==> config.mk <==
export PLATFORM = sky130hd
export DESIGN_NAME = fclk_div_bank
export DESIGN_NICKNAME = d
export VERILOG_FILES = /design/src/rtl/fclk_div_bank.sv
export SDC_FILE = /design/constraint.sdc
export NUM_CORES = 1
export LEC_CHECK = 0
export ABC_AREA = 1
export CAP_MARGIN = 25
export CORE_MARGIN = 3
export CORE_UTILIZATION = 35
export CTS_BUF_LIST = sky130_fd_sc_hd__clkbuf_8 sky130_fd_sc_hd__clkbuf_16
export CTS_CLUSTER_DIAMETER = 150
export DETAILED_ROUTE_END_ITERATION = 16
export MAX_ROUTING_LAYER = met4
export RECOVER_POWER = 25
export SETUP_SLACK_MARGIN = 0.5
export SLEW_MARGIN = 10
export SYNTH_ARGS = -nofsm -noshare
export SYNTH_HDL_FRONTEND = slang
export SYNTH_SLANG_ARGS = --single-unit
==> constraint.sdc <==
create_clock -name CLK -period 3.7 [get_ports CLK]
set_input_delay 0.37 -clock CLK [delete_from_list [all_inputs] [get_ports CLK]]
set_output_delay 0.37 -clock CLK [all_outputs]
set_load 0.03 [all_outputs]
### Placed standard cells

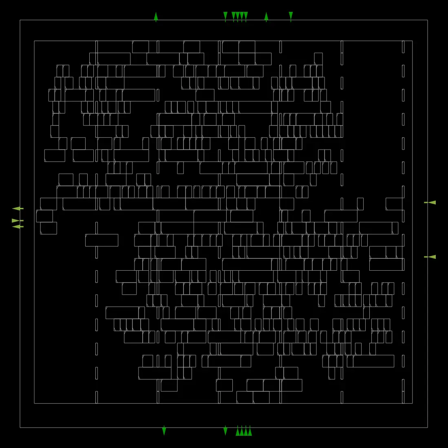
Final Util: 42.5%
Non-Filler Instances: 532

### Placed cells, one colour a class

Bar = 20 um.
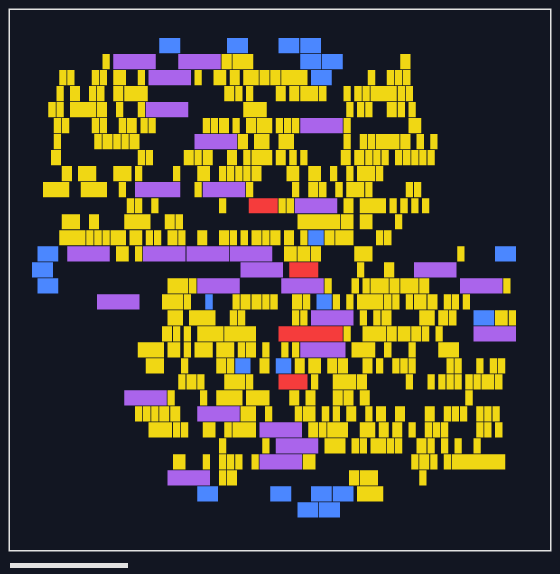
legend:
  clock drivers and dummy loads:
    colour: red
    cells: 4
    share_of_their_area: 2.5%
  all other logic:
    colour: yellow
    cells: 381
    share_of_their_area: 70%
  other buffers and delay cells:
    colour: blue
    cells: 23
    share_of_their_area: 7.6%
  flip-flops:
    colour: purple
    cells: 28
    share_of_their_area: 20%
Core Region: 6940 um2
num rows: 30
sequential share of cell area: 19.1%
Design Area, Final: 2950 um2

### Metal layers overlaid

Only two layers are drawn.
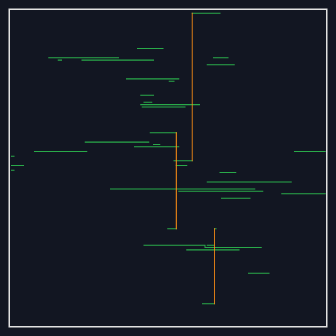
legend:
  met4:
    colour: orange
    wire_length: 92.5 um
  met3:
    colour: green
    wire_length: 379 um
final WL: 6510 um
total number of vias: 2572
wire per inst: 12.2 um

### Clock distribution

Bar = 20 um.
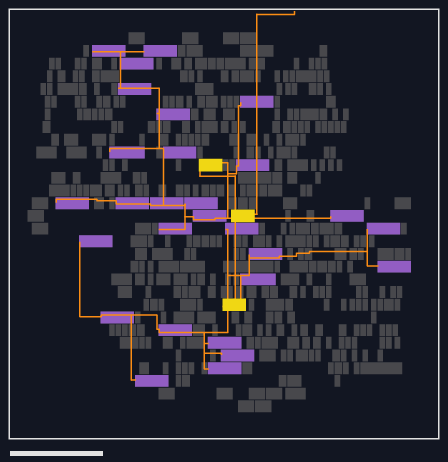
legend:
  clock wires:
    colour: orange
    length: 428 um
  cells driving clock nets:
    colour: yellow
    count: 3
  flip-flops:
    colour: purple
    count: 28
routed clock nets: 4
Setup Skew: 3.23 ps
clock share of power: 26.5%
clk pwr: 0.000252 W

==> flow_metrics.tcl <==
# metrics dict for downstream scripts
set metrics [dict create \
    cp_common_cell "nor2_1" \
    yosysCellCount 418 \
    fin_crit_ps 2960 \
    endpoint_kind "flop" \
    post_cts_buffers 0 \
    clk_share_pct 2.42 \
    drv_cap 0 \
    fa_ha_area_share_pct 7.78 \
    drt_pass1_iterations 4 \
    ios 19 \
    enable_flop_cells 0 \
    setup_viol 0 \
    synth_top_cell_by_count "nand2_1" \
    critPathKind "flop to flop" \
    combGateArea_um2 1730 \
    cts.sinks 28 \
    grt.total_usage_pct 16.2 \
    outcome "finished, final reports clean" \
    yosysTopAreaCellShare_pct 21.8 \
    required_ps 3860 \
    cpPeakStageDelay_ps 410 \
    synth.distinct_cells 25 \
    cts_resized 0 \
    final_common_cell "nand2_1" \
    grt_max_degree 17 \
    die_h_um 91.7 \
    vias_per_cell 4.83 \
    top_logic_kind "simple AND/OR/NAND/NOR gates" \
    simple_gate_area_share_pct 48.0 \
    worst_setup_path_start_kind "flop" \
    synthMuxAreaShare_pct 0 \
    place_inst 526 \
    comb_share_pct 58.6 \
    chip_area_um2 8410 \
    arrival_ps 3120 \
    taps 96 \
    inverters 67 \
    vdd_drop_max_uv 130 \
    fin_crit_sh_pct 80.0 \
]
report_power, final:
part           total [W]  switching (W)  internal, W
logic           0.000363       0.000226     0.000137
clock network   0.000252       0.000107     0.000145
registers       0.000338      0.0000184     0.000320
total           0.000953       0.000351     0.000602
critical path: cells and delay by family, from the launching register on:
| kind | cells | cell delay (ps) |
|---|---|---|
| xor gates and xnor gates | 1 | 130 |
| adders and majority gates | 3 | 740 |
| buffers and inverters | 3 | 230 |
| DFF | 1 | 410 |
| and+or+nand+nor | 14 | 1310 |
kinds of logic after synthesis:
group	after synthesis
xor gates and xnor gates	14
buffers and inverters	76
and+or+nand+nor	256
adders and majority gates	16
DFF	28
AOI/OAI and AO/OA	28
Power and IR drop assume default switching activity.
